### Sizing map, run 1

Scale: 6 px per µm.
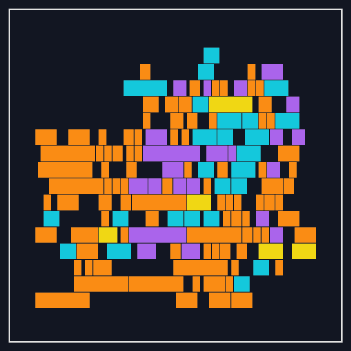
### Placed cells, one color a class, run 1

Scale: 8 px per µm.
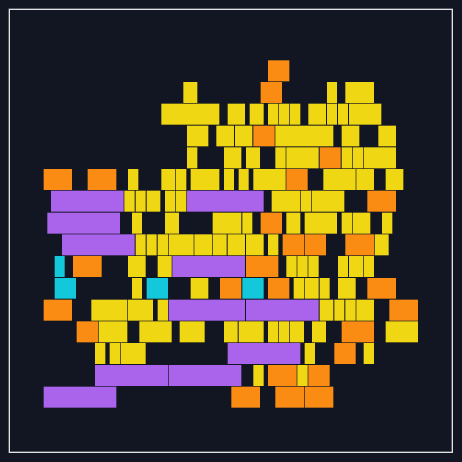
### The metal 3 layer, run 1

Scale: 4 px per µm.
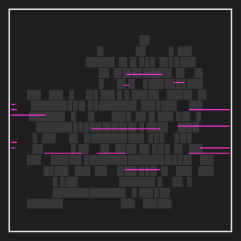
<file path="src/rtl/rr_sel_arbiter_if.sv">
// Request/grant bundle between the requesters and the round-robin select arbiter.
// The master side drives requests. The slave side (the arbiter) drives the grant outputs.
interface rr_sel_arbiter_if #(
  parameter int NUM_REQ = 4
);
  localparam int IDX_W = (NUM_REQ > 1) ? $clog2(NUM_REQ) : 1;

  logic [NUM_REQ-1:0] req_i;
  logic [NUM_REQ-1:0] gnt_o;
  logic [IDX_W-1:0]   gnt_idx_o;
  logic               gnt_valid_o;

  modport master (output req_i, input gnt_o, gnt_idx_o, gnt_valid_o);
  modport slave  (input req_i, output gnt_o, gnt_idx_o, gnt_valid_o);
endinterface

</file>
<file path="src/rtl/rr_sel_arbiter.sv">
// Round-robin arbiter producing the registered one-hot mux select.
// A grant is held for a bounded number of cycles while other requesters wait.
module rr_sel_arbiter #(
  parameter int NUM_REQ  = 4,
  parameter int MAX_HOLD = 4
) (
  input  logic              clk,
  input  logic              reset,
  rr_sel_arbiter_if.slave   bus
);
  localparam int IDX_W  = (NUM_REQ > 1) ? $clog2(NUM_REQ) : 1;
  localparam int HOLD_W = (MAX_HOLD > 1) ? $clog2(MAX_HOLD) : 1;
  localparam logic [HOLD_W-1:0] HOLD_MAX = HOLD_W'(MAX_HOLD - 1);
  localparam logic [IDX_W-1:0]  PTR_RST  = IDX_W'(NUM_REQ - 1);

  logic [NUM_REQ-1:0] gnt_q, gnt_d;
  logic [IDX_W-1:0]   idx_q, idx_d;
  logic               valid_q, valid_d;
  logic [IDX_W-1:0]   ptr_q, ptr_d;
  logic [HOLD_W-1:0]  hold_q, hold_d;

  logic               others;
  logic               keep;
  logic               found;
  logic [IDX_W-1:0]   sel;
  int                 cand;

  // Circular search from ptr+1; the wrap is an explicit subtract, so any NUM_REQ works.
  always_comb begin
    found = 1'b0;
    sel   = '0;
    cand  = 0;
    for (int i = 1; i <= NUM_REQ; i++) begin
      cand = int'(ptr_q) + i;
      if (cand >= NUM_REQ) cand = cand - NUM_REQ;
      if (!found && bus.req_i[IDX_W'(cand)]) begin
        found = 1'b1;
        sel   = IDX_W'(cand);
      end
    end
  end

  always_comb begin
    gnt_d   = gnt_q;
    idx_d   = idx_q;
    valid_d = valid_q;
    ptr_d   = ptr_q;
    hold_d  = hold_q;

    others = |(bus.req_i & ~gnt_q);
    keep   = valid_q && bus.req_i[idx_q] && ((hold_q < HOLD_MAX) || !others);

    if (keep) begin
      if (hold_q != HOLD_MAX) hold_d = hold_q + 1'b1;
    end else if (found) begin
      gnt_d      = '0;
      gnt_d[sel] = 1'b1;
      idx_d      = sel;
      valid_d    = 1'b1;
      ptr_d      = sel;
      hold_d     = '0;
    end else begin
      gnt_d   = '0;
      valid_d = 1'b0;
      hold_d  = '0;
    end
  end

  // Pointer resets to the last index so requester 0 wins the first arbitration.
  always_ff @(posedge clk or posedge reset) begin
    if (reset) begin
      gnt_q   <= '0;
      idx_q   <= '0;
      valid_q <= 1'b0;
      ptr_q   <= PTR_RST;
      hold_q  <= '0;
    end else begin
      gnt_q   <= gnt_d;
      idx_q   <= idx_d;
      valid_q <= valid_d;
      ptr_q   <= ptr_d;
      hold_q  <= hold_d;
    end
  end

  assign bus.gnt_o       = gnt_q;
  assign bus.gnt_idx_o   = idx_q;
  assign bus.gnt_valid_o = valid_q;
endmodule

</file>
<file path="src/flat_wrapper.sv">
// flat-port wrapper written by rule: the top's interface ports become plain ports
module rr_sel_arbiter_flat 
#(
  parameter int NUM_REQ  = 4,
  parameter int MAX_HOLD = 4
)
  (clk, reset, bus_req_i, bus_gnt_o, bus_gnt_idx_o, bus_gnt_valid_o);
  rr_sel_arbiter_if #(.NUM_REQ(NUM_REQ)) bus_i ();
  input  logic clk;
  input  logic reset;
  input wire logic [$bits(bus_i.req_i)-1:0] bus_req_i;
  output wire logic [$bits(bus_i.gnt_o)-1:0] bus_gnt_o;
  output wire logic [$bits(bus_i.gnt_idx_o)-1:0] bus_gnt_idx_o;
  output wire logic [$bits(bus_i.gnt_valid_o)-1:0] bus_gnt_valid_o;
  assign bus_i.req_i = bus_req_i;
  assign bus_gnt_o = bus_i.gnt_o;
  assign bus_gnt_idx_o = bus_i.gnt_idx_o;
  assign bus_gnt_valid_o = bus_i.gnt_valid_o;
  rr_sel_arbiter #(.NUM_REQ(NUM_REQ), .MAX_HOLD(MAX_HOLD)) u_core (.clk(clk), .reset(reset), .bus(bus_i));
endmodule
</file>
<file path="config.mk">
export PLATFORM = sky130hd
export DESIGN_NAME = rr_sel_arbiter_flat
export DESIGN_NICKNAME = d
export VERILOG_FILES = /design/src/rtl/rr_sel_arbiter_if.sv /design/src/rtl/rr_sel_arbiter.sv /design/src/flat_wrapper.sv
export SDC_FILE = /design/constraint.sdc
export NUM_CORES = 1
export LEC_CHECK = 0
export ABC_AREA = 1
export CORE_MARGIN = 4
export CORE_UTILIZATION = 40
export CTS_CLUSTER_DIAMETER = 40
export DETAILED_ROUTE_END_ITERATION = 10
export HOLD_SLACK_MARGIN = 0.1
export MAX_ROUTING_LAYER = met4
export PLACE_DENSITY = 0.66
export SLEW_MARGIN = 15
export SYNTH_ARGS = -nofsm -noshare
export SYNTH_HDL_FRONTEND = slang
export SYNTH_SLANG_ARGS = --single-unit
</file>
<file path="constraint.sdc">
create_clock -name clk -period 1.8 [get_ports clk]
set_input_delay 0.27 -clock clk [delete_from_list [all_inputs] [get_ports clk]]
set_output_delay 0.27 -clock clk [all_outputs]
set_load 0.02 [all_outputs]
</file>
==> ci_impl_report.md, run 1 <==
## Implementation flow summary

| Metric | Value |
|---|---|
| Highest-count logic cell in the final layout | `sky130_fd_sc_hd__nand2_1` |
| Critical path class | `reg -> reg` |
| Final Max Tran Viols | `0` |
| GR Util All Layers | `15.6%` |
| Switching Power | `1.35 mW` |
| Clock period minus final worst setup slack | `1.76 ns` |
| Clock Path Buffers | `2` |
| Sequential cell area | `278 µm²` |
| Part of the power in the clock network | `6.1%` |
| Number of inserted filler cells in the final layout | `194` |
| Pin count of the biggest net entering global routing | `14` |
| Boundary pin count | `13` |
| Quantity of gates resized following cts | `0` |
| Unrepaired setup endpoints after global routing | `true` |
| Ao+oa area frac | `8.29%` |
| Critical path required time | `1.99 ns` |
| Number of detailed-route iterations in the first pass | `4` |
| Cells traversed along the worst timing path | `inv_8 > buf_4 > nand2_2 > nand3_1 > nand2_1 > nand3b_4 > nand2_4 > inv_6 > nand2_2 > o21ai_2` |
| Count of buffers added by post-CTS timing repair for setup | `3` |
| Clk sinks | `11` |
| Clock net power | `0.161 mW` |
| Commonest register cell after synthesis | `sky130_fd_sc_hd__dfrtp_1` |
| Dominant cell area share | `25.3%` |
| Async set or reset register ratio after synthesis | `100%` |
| Count of buffering cells on the critical path with inverters included | `3` |
| Biggest area contributors in the synthesized netlist | `sky130_fd_sc_hd__dfrtp_1 (25%), sky130_fd_sc_hd__nand2_1 (14%), sky130_fd_sc_hd__nand2_4 (8.8%)` |
| Die X | `55.2 µm` |
| Number of global-route vias before repair | `782` |
| Highest achievable clock rate | `569 MHz` |
| Detailed-route vias per instance | `5.06` |
| Most frequent CP cell | `sky130_fd_sc_hd__nand2_2` |
| Number of diodes | `0` |
| Kind of path behind the tightest hold check | `in -> async` |
| Ranking of synthesized cells by instance count | `sky130_fd_sc_hd__nand2_1 (34), sky130_fd_sc_hd__nand3_1 (12), sky130_fd_sc_hd__inv_1 (11)` |
| Final setup slack of the worst path | `0.0438 ns` |
| Yosys warning total | `0` |
| WL/cell | `12.5 µm` |
| Logic area | `549 µm²` |
| Setup Skew | `0.00805 ns` |
| Setup Slack @ Placement | `-0.0444 ns` |
| Cell-internal power | `1.30 mW` |
| Highest net fanout along the worst path | `10` |
| Library cell occupying the most area in the post-synthesis netlist | `sky130_fd_sc_hd__dfrtp_1` |
| Hold Buf Count CTS | `0` |
| Wire length of the first global-routing pass | `3.28 mm` |
| Initial antenna violation count | `0` |
| HPWL after detailed placement | `1.51 mm` |
| Part of the total power dissipated in combinational logic | `75.7%` |
| Highest-power group | `combinational cells` |
| Max Cap Viol | `0` |
| Multiplexer fraction of the synthesized cell area | `1.12%` |
| Most frequent cells in the layout | `sky130_fd_sc_hd__nand2_1 (29), sky130_fd_sc_hd__buf_4 (13), sky130_fd_sc_hd__clkdlybuf4s50_1 (12)` |
| Floorplan Utilization | `43.6%` |
| Number of cell rows | `16` |
| # setup viols final | `0` |
| Power in sequential cells | `0.484 mW` |
| Xor-xnor portion of the synthesized cell area | `0.983%` |
| CP Data Arrival Time | `1.94 ns` |
| Cells after synthesis | `115` |
| Result of the run | `complete, no violations` |
| CTS tree | `done` |
| Adder share | `1.40%` |
| Final Hold Violation Tally | `0` |
| Power density over the cells | `2230 nW/µm²` |
| DRC Markers | `0` |
| Simple-Gate Fraction of Synth Area | `46.2%` |
| Cell variety after synth | `26` |
| Top comb family, area | `simple AND/OR/NAND/NOR gates` |
| Average size of a mapped cell | `7.75 µm²` |
| Sequential fraction of the synthesis area | `31.2%` |
| Max incr delay on CP | `0.64 ns` |
| Yosys Instances | `115` |
| Count of input and output buffers | `12` |
| Dominant delay contributor by cell family on the critical path | `flip-flops` |
| Final-layout setup total negative slack | `0 ns` |
| Share of power burned in registers | `18.2%` |
| Final worst hold slack | `0.295 ns` |
| Die Y | `55.2 µm` |
| Beginning of the worst register-to-register path | `u_core.ptr_q[0]$_DFFE_PP1P_` |
| Insertion delay at the late pin of the worst-skew pair | `0.26 ns` |
| Pin slew with the least headroom to its limit | `0.414 ns` |
| Combinational cell power | `2.01 mW` |
| Placer's final routability congestion estimate | `0.820` |
| Number of buffers added by the clock tree synthesis step | `3` |
| Static power due to leakage | `0.625 nW` |
| Share of layout cells above drive strength 1 | `36.1%` |
| Post-Synthesis Net Count | `122` |
| Kind of end point of the critical path | `register` |
| Slowest cell on the critical path | `sky130_fd_sc_hd__dfstp_2` |
| Number of enable flip-flop cells | `0` |
| Syn Std Cell Area | `891 µm²` |
| Startpoint class of the critical path | `register` |
| Area of the die | `3050 µm²` |
| Area growth syn-to-layout | `33.8%` |
| Number of warnings in the stage logs | `27` |
| First-iteration detailed-routing DRC count | `22` |
| Crit share post-route | `97.6%` |
| Normalized max-slew margin | `72.3%` |
| Root buffer selected by CTS | `sky130_fd_sc_hd__clkbuf_4` |
| Antenna violation net count after detailed routing | `0` |
| Switching share of power | `50.9%` |
| Total Power | `2.66 mW` |
| Startpoint of the most critical setup path | `u_core.ptr_q[0]$_DFFE_PP1P_` |
| Overflow after GRT | `0` |
| Net total in the final layout | `152` |
| Maximum vdd drop | `1.52 mV` |
| Clock Pin Slew Worst Setup and Hold Paths | `0.07 ns` |
| CTS H-tree depth | `1` |
| Yosys Chip Area | `891 µm²` |
| Post-synthesis register bit count | `11` |
| Count leader, synth | `sky130_fd_sc_hd__nand2_1` |
-- 'Sizing map' (at the start) --
| color | size | cells | share |
|---|---|---|---|
| orange | x1 and smaller | 92 | 64% |
| purple | x2 | 22 | 15% |
| yellow | x6 and larger | 5 | 3.5% |
| cyan | x3 and x4 | 25 | 17% |

-- 'Placed cells, one color a class' (at the start) --
| color | class | cells | share of their area |
|---|---|---|---|
| orange | remaining buffers and delay cells | 27 | 21% |
| purple | registers | 11 | 24% |
| yellow | remaining logic cells | 102 | 53% |
| cyan | clock drivers and dummy loads | 4 | 2.3% |
cell area after layout: 1190 µm²
utilization after layout: 58.4%
fraction of area in registers: 23.3%
Core Area: 2040 µm²

-- 'The metal 3 layer' (at the start) --
share of all routed wire: 4.9%
wire length on this layer: 105 µm
longest straight run: 17.0 µm
main direction: horizontal
nets with wire on the layer: 15
vias after detailed routing: 866
overall routed net length: 2.14 mm
met3 Usage GRT: 4.83%

-- run 1: path summary, 6_finish.rpt --
kind,end,slack [ns],cells after the start
setup / recovery,u_core.bus.gnt_o[2]$_DFFE_PP0N_,0.04,10
hold / removal,u_core.bus.gnt_valid_o$_DFFE_PP0N_,0.30,2
setup reg to reg,u_core.bus.gnt_o[2]$_DFFE_PP0N_,0.04,10
hold reg to reg,u_core.bus.gnt_o[1]$_DFFE_PP0N_,0.54,2
max in group asynchronous,u_core.ptr_q[1]$_DFFE_PP1P_,1.18,2
min in group clk,u_core.bus.gnt_o[1]$_DFFE_PP0N_,0.54,2
-- run 1: flip-flops by register name (all words and copies together), names as in the netlist --
name	flops
u_core.hold_q	2
u_core.bus.gnt_o	4
u_core.bus.gnt_idx_o	2
u_core.ptr_q	2
u_core.bus.gnt_valid_o	1
-- run 1: per-stage QoR --
step	std cells	area, µm²	utilization (%)
6_report	171	1190	58.4
3_5_place_dp	154	1030	50.4
3_3_place_gp	154	1030	50.4
4_1_cts	161	1080	52.8
2_1_floorplan	115	891	-
5_1_grt	171	1190	58.4
-- run 1: cells by family after synthesis --
group,count (synthesis)
buffers and inverters,16
xor gates and xnor gates,1
adders and majority gates,1
muxes,1
and+or+nand+nor,73
DFF,11
AOI/OAI and AO/OA,12
-- run 1: routing by layer --
metal	track usage (%)	up-vias	part of all wire, %
met3	4.83	2	4.9
met1	19.2	405	45
met2	25.6	22	50
met4	2.43	0	0.42
met5	-	-	0
li1	-	437	-
-- run 1: cell type report --
class | count | area share (%)
clock buffers | 4 | 2.20
inverters | 14 | 5.46
multi-input cells | 88 | 46.1
flip-flops and latches | 11 | 23.3
well taps | 27 | 2.83
repair buffers | 27 | 20.1
==> run 2: changes to the inputs <==
--- a/config.mk
+++ b/config.mk
@@ -13,7 +13,7 @@
 export HOLD_SLACK_MARGIN = 0.1
 export MAX_ROUTING_LAYER = met4
 export PLACE_DENSITY = 0.66
-export SLEW_MARGIN = 15
+export SLEW_MARGIN = 20
 export SYNTH_ARGS = -nofsm -noshare
 export SYNTH_HDL_FRONTEND = slang
 export SYNTH_SLANG_ARGS = --single-unit
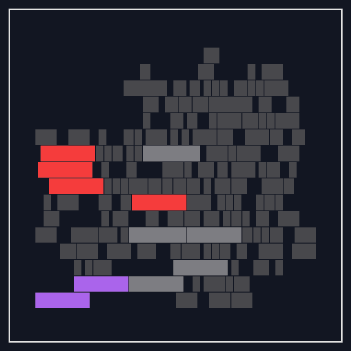
*Register map, names as in the netlist, run 2*
Scale: 6 px per µm. Other sequential cells in the stronger gray, the rest of the logic in the fainter gray.
| color | netlist name | sequential cells |
|---|---|---|
| purple | u_core.hold_q | 2 |
| red | u_core.bus.gnt_o | 4 |

==> run 2 against run 1 <==
Sequential share of layout area did not move. Maximum frequency did not move. Critical path depth did not move. Largest cell class unchanged.
==> ci_impl_report.md, run 2 <==
## Implementation flow summary

| Metric | Value |
|---|---|
| Result of the run | `complete, no violations` |
| CP Data Arrival Time | `1.94 ns` |
| Ranking of synthesized cells by instance count | `sky130_fd_sc_hd__nand2_1 (34), sky130_fd_sc_hd__nand3_1 (12), sky130_fd_sc_hd__inv_1 (11)` |
| Total Power | `2.66 mW` |
| Final worst hold slack | `0.295 ns` |
| Logic area | `549 µm²` |
| CTS tree | `done` |
| Startpoint class of the critical path | `register` |
| Total length of routed met2 wires | `1.06 mm` |
| Detailed-route vias per instance | `5.06` |
| Kind of end point of the critical path | `register` |
| Critical path class | `reg -> reg` |
| GR Util All Layers | `15.6%` |
| Power density over the cells | `2230 nW/µm²` |
| Quantity of gates resized following cts | `0` |
| Finished Layout Cells | `171` |
| Met3 Usage GRT | `4.83%` |
| Unrepaired setup endpoints after global routing | `true` |
| Count leader, synth | `sky130_fd_sc_hd__nand2_1` |
| Clk sinks | `11` |
| Area of the die | `3050 µm²` |
| Critical path required time | `1.99 ns` |
| Number of cell rows | `16` |
| DRC Markers | `0` |
| Die Y | `55.2 µm` |
| Most crowded layer after global routing | `met2` |
| Count of buffers added by post-CTS timing repair for setup | `3` |
| WL/cell | `12.5 µm` |
| Sequential fraction of the synthesis area | `31.2%` |
| Reg2Reg Setup Slack | `0.04 ns` |
| Placer's final routability congestion estimate | `0.820` |
| Yosys Instances | `115` |
| Beginning of the worst register-to-register path | `u_core.ptr_q[0]$_DFFE_PP1P_` |
| Insertion delay at the late pin of the worst-skew pair | `0.26 ns` |
| Met1 GRT Util | `19.2%` |
| FF-to-FF End | `u_core.bus.gnt_o[2]$_DFFE_PP0N_` |
| Clock Path Buffers | `2` |
| Wire length of the first global-routing pass | `3.28 mm` |
| Area growth syn-to-layout | `33.8%` |
| Number of buffers added by the clock tree synthesis step | `3` |
| Detailed-routed wire length on met3 | `105 µm` |
| Startpoint of the most critical setup path | `u_core.ptr_q[0]$_DFFE_PP1P_` |
| # setup viols final | `0` |
| HPWL after detailed placement | `1.51 mm` |
| Maximum vdd drop | `1.52 mV` |
| Antenna violation net count after detailed routing | `0` |
| CTS H-tree depth | `1` |
| Max reg flops | `4` |
| Cell variety after synth | `26` |
| Pin count of the biggest net entering global routing | `14` |
| Crit path to | `u_core.bus.gnt_o[2]$_DFFE_PP0N_` |
| Count of input and output buffers | `12` |
| Final Max Tran Viols | `0` |
| Clock Pin Slew Worst Setup and Hold Paths | `0.07 ns` |
| Highest achievable clock rate | `569 MHz` |
| Dominant cell area share | `25.3%` |
| Yosys Chip Area | `891 µm²` |
| Syn Std Cell Area | `891 µm²` |
| Static power due to leakage | `0.625 nW` |
| Post-synthesis register bit count | `11` |
| Vias after detailed routing | `866` |
| Root buffer selected by CTS | `sky130_fd_sc_hd__clkbuf_4` |
| Number of enable flip-flop cells | `0` |
| Kind of path behind the tightest hold check | `in -> async` |
| Top layer reached by signal wires | `met4` |
| Post-Synthesis Net Count | `122` |
| Max Cap Viol | `0` |
| Crit share post-route | `97.6%` |
| Number of diodes | `0` |
| Number of warnings in the stage logs | `27` |
| Cells after synthesis | `115` |
| Async set or reset register ratio after synthesis | `100%` |
| Overall routed net length | `2.14 mm` |
| Library cell occupying the most area in the post-synthesis netlist | `sky130_fd_sc_hd__dfrtp_1` |
| Share of layout cells above drive strength 1 | `36.1%` |
| Number of global-route vias before repair | `782` |
| Routed met1 length | `963 µm` |
| Normalized max-slew margin | `72.3%` |
| Initial antenna violation count | `0` |
| Boundary pin count | `13` |
| Most frequent cells in the layout | `sky130_fd_sc_hd__nand2_1 (29), sky130_fd_sc_hd__buf_4 (13), sky130_fd_sc_hd__clkdlybuf4s50_1 (12)` |
| Reg2reg path depth | `10` |
| Number of detailed-route iterations in the first pass | `4` |
[run 2: cell counts in the layout (fill, tap and decap cells not counted)]
No cell type changed its count.
[run 2: stage by stage]
| stage | utilization, % | area [µm²] | setup TNS (ns) | setup WS (ns) |
|---|---|---|---|---|
| global placement | 50.4 | 1030 | -0.0307 | -0.0145 |
| floorplan | - | 891 | 0 | 0.183 |
| finish | 58.4 | 1190 | 0 | 0.0438 |
| global route | 58.4 | 1190 | -0.222 | -0.0625 |
| detailed placement | 50.4 | 1030 | -0.134 | -0.0444 |
| CTS | 52.8 | 1080 | 0 | 0.0316 |
[run 2: cells by family after synthesis]
kind of cell / synth area share (%)
buf+inv: 10.8
compound gates: 8.29
simple gates: 46.2
xor+xnor: 0.983
mux: 1.12
flops: 31.2
fa+ha+maj: 1.40
[run 2: area by class of cell]
class	count	area share, %
repair buffers	27	20.1
flip-flops and latches	11	23.3
well taps	27	2.83
clock buffers	4	2.20
inverters	14	5.46
multi-input cells	88	46.1
[run 2: critical path, stage by stage, from the launching register on]
cell and delay [ns]:
sky130_fd_sc_hd__dfstp_2 0.64, sky130_fd_sc_hd__inv_8 0.07, sky130_fd_sc_hd__buf_4 0.13, sky130_fd_sc_hd__nand2_2 0.07, sky130_fd_sc_hd__nand3_1 0.09, sky130_fd_sc_hd__nand2_1 0.16
sky130_fd_sc_hd__nand3b_4 0.18, sky130_fd_sc_hd__nand2_4 0.06, sky130_fd_sc_hd__inv_6 0.09, sky130_fd_sc_hd__nand2_2 0.07, sky130_fd_sc_hd__o21ai_2 0.11
[run 2: power by group]
| part | internal [mW] | leakage [nW] | switching (mW) |
|---|---|---|---|
| combinational | 0.835 | 0.477 | 1.18 |
| clock | 0.0855 | 0.0150 | 0.0752 |
| sequential | 0.384 | 0.133 | 0.100 |
### Placed cells, one color a class, run 2

Scale: 8 px per µm.
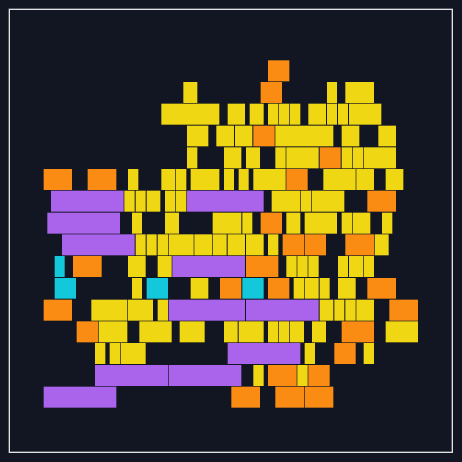

==> run 3: changes to the inputs <==
==> constraint.sdc (replaced) <==
create_clock -name clk -period 1.8 [get_ports clk]
set_input_delay 0.36 -clock clk [delete_from_list [all_inputs] [get_ports clk]]
set_output_delay 0.36 -clock clk [all_outputs]
set_load 0.02 [all_outputs]
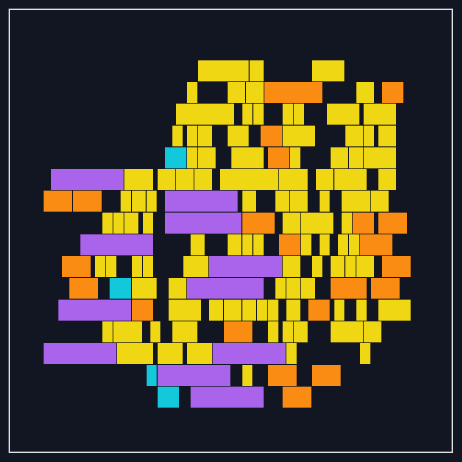
*Placed cells, one color a class, run 3*
Scale: 8 px per µm.
| color | class | cells | share of their area |
|---|---|---|---|
| orange | remaining buffers and delay cells | 22 | 19% |
| cyan | clock drivers and dummy loads | 4 | 2.3% |
| purple | registers | 11 | 24% |
| yellow | remaining logic cells | 102 | 55% |

==> run 3 against run 2 <==
Combinational power is 3% higher. Global-route usage rose by 1.2 points. Setup slack better by 0.022 ns. Clock skew shrank 0.0039 ns. Maximum frequency up 1.2%. Clock power up 4%. Die size stayed put. Cell count shrank 2.9%. Clock-buffer cell count unchanged. Wire length is 1.7% lower. Non-clock buffer count is 5 lower. Critical path type unchanged. Critical endpoint is now u_core.bus.gnt_idx_o[0]$_DFFE_PP0P_. Largest cell class unchanged.
==> ci_impl_report.md, run 3 <==
## Implementation flow summary

| Metric | Value |
|---|---|
| Wire length of the first global-routing pass | `3.52 mm` |
| Power in sequential cells | `0.511 mW` |
| Cells traversed along the worst timing path | `nand2_1 > nand2_2 > inv_1 > nand2_2 > nand2_4 > buf_12 > nand4_1 > nand3_4 > nand2_2 > o21ai_2` |
| Ranking of synthesized cells by instance count | `sky130_fd_sc_hd__nand2_1 (34), sky130_fd_sc_hd__nand3_1 (12), sky130_fd_sc_hd__inv_1 (11)` |
| Final Max Tran Viols | `0` |
| Number of cell rows | `16` |
| Combinational cell power | `2.08 mW` |
| Pin count of the biggest net entering global routing | `14` |
| Count of buffering cells on the critical path with inverters included | `2` |
| Number of detailed-route iterations in the first pass | `4` |
| Highest-count logic cell in the final layout | `sky130_fd_sc_hd__nand2_1` |
| Share of power burned in registers | `18.5%` |
| Number of global-route vias before repair | `822` |
| Placed Cells | `155` |
| Detailed-route vias per instance | `5.02` |
| Clk sinks | `11` |
| Sequential fraction of the synthesis area | `31.2%` |
| Ao+oa area frac | `8.29%` |
| Number of warnings in the stage logs | `27` |
| Total Power | `2.76 mW` |
| Dominant cell area share | `25.3%` |
| Crit share post-route | `96.4%` |
| HPWL after detailed placement | `1.50 mm` |
| Beginning of the worst register-to-register path | `u_core.ptr_q[0]$_DFFE_PP1P_` |
| Cell-internal power | `1.34 mW` |
| Biggest area contributors in the synthesized netlist | `sky130_fd_sc_hd__dfrtp_1 (25%), sky130_fd_sc_hd__nand2_1 (14%), sky130_fd_sc_hd__nand2_4 (8.8%)` |
| Critical path class | `reg -> reg` |
| First-iteration detailed-routing DRC count | `19` |
| Clock period minus final worst setup slack | `1.73 ns` |
| Async set or reset register ratio after synthesis | `100%` |
| Highest achievable clock rate | `576 MHz` |
| Static power due to leakage | `0.624 nW` |
| Root buffer selected by CTS | `sky130_fd_sc_hd__clkbuf_4` |
| Startpoint class of the critical path | `register` |
| Reg2Reg Setup Slack | `0.07 ns` |
| Overall routed net length | `2.10 mm` |
| Number of inserted filler cells in the final layout | `182` |
| Die Y | `55.2 µm` |
| Kind of end point of the critical path | `register` |
| Dominant delay contributor by cell family on the critical path | `simple AND/OR/NAND/NOR gates` |
| Count leader, synth | `sky130_fd_sc_hd__nand2_1` |
| # setup viols final | `0` |
| CTS tree | `done` |
| Yosys warning total | `0` |
| Maximum vdd drop | `1.23 mV` |
| Xor-xnor portion of the synthesized cell area | `0.983%` |
| Max reg flops | `4` |
| FF-to-FF End | `u_core.bus.gnt_idx_o[0]$_DFFE_PP0P_` |
| Hold Buf Count CTS | `0` |
| Highest net fanout along the worst path | `7` |
| Max Cap Viol | `0` |
| Simple-Gate Fraction of Synth Area | `46.2%` |
| Count of buffers added by post-CTS timing repair for setup | `3` |
| Clock Pin Slew Worst Setup and Hold Paths | `0.07 ns` |
| Most crowded layer after global routing | `met2` |
| Reg2reg path depth | `10` |
| Max incr delay on CP | `0.66 ns` |
| Clock Path Buffers | `2` |
| Highest-power group | `combinational cells` |
| Post-Synthesis Net Count | `122` |
| GR Util All Layers | `16.8%` |
| Net total in the final layout | `147` |
| Met1 GRT Util | `20.3%` |
| Switching Power | `1.42 mW` |
| Commonest register cell after synthesis | `sky130_fd_sc_hd__dfrtp_1` |
| Die X | `55.2 µm` |
| Top comb family, area | `simple AND/OR/NAND/NOR gates` |
| Slowest cell on the critical path | `sky130_fd_sc_hd__dfstp_2` |
| Met3 Usage GRT | `2.41%` |
| Setup Slack @ Placement | `-0.132 ns` |
| Normalized max-slew margin | `73.1%` |
| Floorplan Utilization | `43.6%` |
| Setup Skew | `0.00419 ns` |
| Part of the total power dissipated in combinational logic | `75.4%` |
| Multiplexer fraction of the synthesized cell area | `1.12%` |
| Insertion delay at the late pin of the worst-skew pair | `0.27 ns` |
| Antenna violation net count after detailed routing | `0` |
| Power density over the cells | `2300 nW/µm²` |
| Kind of path behind the tightest hold check | `in -> async` |
| Area of the die | `3050 µm²` |
| Most frequent CP cell | `sky130_fd_sc_hd__nand2_2` |
| Final Hold Violation Tally | `0` |
| Quantity of gates resized following cts | `0` |
| GRT met2 Usage | `26.6%` |
| Result of the run | `complete, no violations` |
| Average size of a mapped cell | `7.75 µm²` |
| Syn Std Cell Area | `891 µm²` |
| Part of the power in the clock network | `6.1%` |
| Core Area | `2040 µm²` |
| Switching share of power | `51.3%` |
| Yosys Chip Area | `891 µm²` |
| Number of diodes | `0` |
| Library cell occupying the most area in the post-synthesis netlist | `sky130_fd_sc_hd__dfrtp_1` |
[run 3: layout make-up]
type	count	area (µm²)	area share [%]
Sequential cell	11	278	23.1
Inverter	14	65.1	5.42
Multi-Input combinational cell	88	579	48.3
Clock buffer	4	26.3	2.19
Timing Repair Buffer	22	218	18.1
Tap cell	27	33.8	2.82
[run 3: per-stage QoR]
| stage | instance area (µm²) | TNS (ns) | hold slack [ns] | util, % |
|---|---|---|---|---|
| 2_1_floorplan | 891 | 0 | 0.211 | - |
| 3_3_place_gp | 1040 | -0.721 | 0.519 | 50.7 |
| 3_5_place_dp | 1040 | -0.862 | 0.520 | 50.7 |
| 4_1_cts | 1080 | 0 | 0.386 | 53.1 |
| 5_1_grt | 1200 | -0.0271 | 0.401 | 58.8 |
| 6_report | 1200 | 0 | 0.373 | 58.8 |
[run 3: how the worst max path moves through the flow]
stage	start	to	slack (ns)	depth (start not counted)
after floorplan	u_core.ptr_q[0]$_DFFE_PP1P_	u_core.bus.gnt_o[0]$_DFFE_PP0N_	0.18	13
after global placement	bus_req_i[3]	u_core.bus.gnt_o[3]$_DFFE_PP0N_	-0.11	10
after detailed placement	bus_req_i[0]	u_core.bus.gnt_o[3]$_DFFE_PP0N_	-0.13	10
after CTS	u_core.ptr_q[0]$_DFFE_PP1P_	u_core.bus.gnt_idx_o[0]$_DFFE_PP0P_	0.005	10
after global routing	u_core.ptr_q[0]$_DFFE_PP1P_	u_core.bus.gnt_o[0]$_DFFE_PP0N_	-0.02	11
final	u_core.ptr_q[0]$_DFFE_PP1P_	u_core.bus.gnt_idx_o[0]$_DFFE_PP0P_	0.07	10
[run 3: per-layer routing]
metal	vias up	wire, µm
met2	18	1010
li1	422	-
met4	0	37
met5	-	0
met1	389	978
met3	5	76
Power and IR drop assume default switching activity.
